**Cell outlines without signal wires**

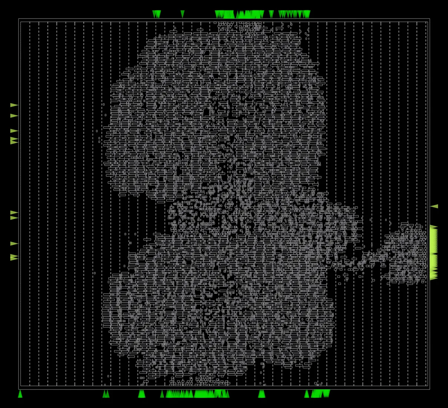
**Sequential cells coloured by netlist name**

Scale bar: 200 microns. Other sequential cells in the stronger grey, the rest of the logic in the fainter grey.
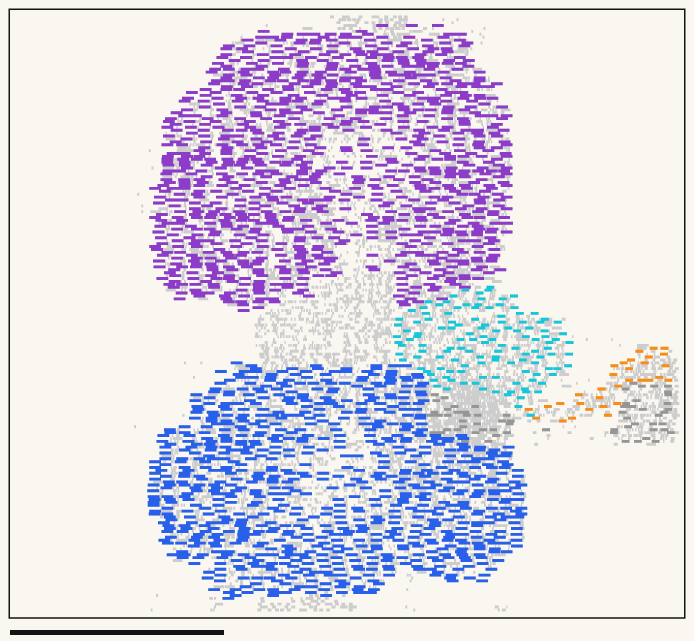
Design branch_predictor, sky130hd; sources not shown.
==> impl_summary.log <==
[report] implementation figures
INFO  metric status = completed
INFO  metric timing.slew.headroom = 19.5%
INFO  metric most_frequent_logic_cell_in_the_layout = nand2_1
INFO  metric num_vias = 70900
INFO  metric synthFlopType = edfxtp_1
INFO  metric drcViolationCount = 0
INFO  metric synth.area.mux_share = 0%
INFO  metric power.density = 159 nW/um^2
INFO  metric crit_path_end_kind = output port
INFO  metric design.die.area = 358000 sq um
INFO  metric number_of_maximum_capacitance_violations = 0
INFO  metric grt_overflow = 0
INFO  metric number_of_cell_instances_after_yosys_synthesis = 8162
INFO  metric die.size.x = 631 microns
INFO  metric logic_area = 24900 sq um
INFO  metric ys_seq_share = 67.5%
INFO  metric and_or_or_and_cells_area_fraction = 10.0%
INFO  metric place_hpwl = 284000 microns
INFO  metric setup_violations = 0
INFO  metric max-vdd-ir-drop = 0.120 mV
INFO  metric cts_post_setup_buffers_inserted = 0
INFO  metric ff2ff_setup_slack = 8.54 ns
INFO  metric met3_wirelength = 50600 microns
INFO  metric antenna_found_initial = 45
INFO  metric synth_async_sr_flop_share = 0%
INFO  metric synthSimpleGateAreaFrac = 17.0%
INFO  metric synth.net_count = 8336
INFO  metric hold_slack = 0.451 ns
INFO  metric dp_worst_setup_slack = 1.80 ns
INFO  metric setup-tns-final = 0 ns
INFO  metric rsz0062_at_grt = no
INFO  metric postSynthAreaPerCell = 10.8 sq um
INFO  metric yosysUniqueCellTypes = 55
INFO  metric routabilityCongestion = 1.03
INFO  metric area_share_of_xor_xnor_cells_in_the_synthesized_design = 0.469%
INFO  metric initial_utilization = 25.2%
INFO  metric max_freq = 0.103 GHz
INFO  metric h-tree-depth = 4
INFO  metric yosys.stat.chipArea = 87800 sq um
INFO  metric tool_warnings = 35
INFO  metric globalRouteTotalUtil = 21.1%
INFO  metric worst-endpoint-required = 9.44 ns
INFO  metric hold_class = reg2reg
INFO  metric count_of_non_filler_cells_in_the_finished_layout = 13600
INFO  metric worst_skew_pair_latency = 0.89 ns
INFO  metric clk_pin_slew = 0.06 ns
INFO  metric tightest_slew = 1.21 ns
INFO  metric lay_top_cells = nand2_1, edfxtp_1, a21oi_1
INFO  metric timing.final.max_slew_violations = 0
INFO  metric top_logic_kind = simple AND/OR/NAND/NOR gates
INFO  metric worst-path-max-fanout = 10
INFO  metric count_of_flip_flops_with_a_built_in_enable_after_synthesis = 1824
INFO  metric resized_after_cts = 0
INFO  metric floorplan.io_pins = 233
INFO  metric largest_reg_flops = 1024
INFO  metric layout_min_cycle_time = 9.67 ns
INFO  metric top_signal_layer_used = met5
INFO  metric root_buffer = clkbuf_16
INFO  metric drtPass1Iterations = 9
INFO  metric yosysWarningCount = 0
INFO  metric ant_nets_after_route = 0
INFO  metric synth_adder_area_share = 0.550%
INFO  metric vias_in_the_first_global_route = 63700
INFO  metric critPathKind = in2out
INFO  metric die_boundary_height = 568 microns
INFO  metric finish.net_count = 8949
INFO  metric critPathLaunchType = input pin
INFO  metric viasPerCell = 5.20
INFO  metric worstHoldPathCells = 2
INFO  metric dr_wl_met2 = 162000 microns
INFO  metric clk_path_buf_depth = 4
INFO  metric cts_buffers = 216
INFO  metric synthCells = 8162
INFO  metric detailedRoute.firstIterationViolations = 12000
INFO  metric cts.sinks = 2048
INFO  metric num_rows = 205
INFO  metric mappedNetlistArea = 87800 sq um
INFO  metric worst_ep_arrival_time = 8.00 ns
INFO  metric hold_buffers = 0
INFO  metric final.setup.worst_slack = 1.43 ns
INFO  metric area_delta_synth_final = 21.4%
INFO  metric timing_hold_violations_final = 0
INFO  metric tritoncts = yes
INFO  metric fin_crit_sh = 87.1%
INFO  metric fin_worst_skew = 0.0137 ns
-- 'cell outlines without signal wires' (at the start) --
filler cell count: 35300
Core Util, Final: 30.6%
number of sequential cells: 2048
num tapcells: 4657
core footprint: 348000 sq um

-- 'sequential cells coloured by netlist name' (at the start) --
legend:
  orange:
    signal: `stat_miss`
    sequential_cells: 32
    where: middle right
  blue:
    signal: `btb_tag_q`
    sequential_cells: 800
  purple:
    signal: `btb_tgt_q`
    sequential_cells: 1024
  cyan:
    signal: `g_bht.u_cnt.cnt`
    sequential_cells: 128
not coloured: 64
register share of the cell area: 55.6%
sequential power: 8390 uW
area taken by flip-flops and latches: 59300 sq um

==> cell usage after synthesis, types with 68 or more instances <==
master | instances | share of area (%)
inv_1 | 369 | 1.6
edfxtp_1 | 1824 | 62
nand3_1 | 593 | 3.4
a32oi_1 | 68 | 0.68
nand2_1 | 2249 | 9.6
dfxtp_1 | 224 | 5.1
o21ai_0 | 393 | 2.2
clkbuf_1 | 137 | 0.59
a21oi_1 | 639 | 3.6
buf_2 | 205 | 1.2
nor2_1 | 662 | 2.8
a22oi_1 | 116 | 0.99
==> critical path, stage by stage <==
cell and delay, ns:
clkdlybuf4s50_1 0.88, buf_2 0.53, nor2_1 0.14, inv_2 0.07, buf_2 0.30, buf_2 0.64
buf_2 0.53, clkbuf_1 0.74, o22ai_1 0.45, o21bai_1 0.30, nand3_1 0.22, nand2_1 0.24
nand2_1 0.08, nand2_1 0.08, nand3_1 0.08, nand2_1 0.39, clkdlybuf4s50_1 0.63
==> routing by layer <==
layer / vias up / track usage (%)
li1: 30000 / -
met1: 34500 / 27.0
met2: 5269 / 30.4
met3: 1127 / 5.21
met4: 20 / 16.4
met5: - / 0
==> stage by stage <==
step	instance area, sq um	power [uW]
floorplan	87800	9230
global placement	95900	10000
detailed placement	99900	10000
CTS	107000	16900
global route	107000	17300
finish	107000	17000
==> kinds of logic after synthesis <==
logic type,after synthesis
AOI/OAI and AO/OA,1502
DFF,2048
adders and majority gates,38
xor gates and xnor gates,47
buffers and inverters,855
and+or+nand+nor,3672
==> cell type report <==
cell class              count  area share [%]
flip-flops and latches   2048            55.6
multi-input cells        5259            23.4
repair buffers            395            5.64
well taps                4657            5.47
clock buffers             277            5.39
plain buffers             470            2.29
inverters                 385            1.36
clock inverters           111           0.838
diodes                     22          0.0517
==> power by group <==
group	switching [uW]	internal (uW)
clock network	3130	3920
logic	1190	364
registers	4.83	8390
No activity file was given, so power comes from the tool's default toggle rates.
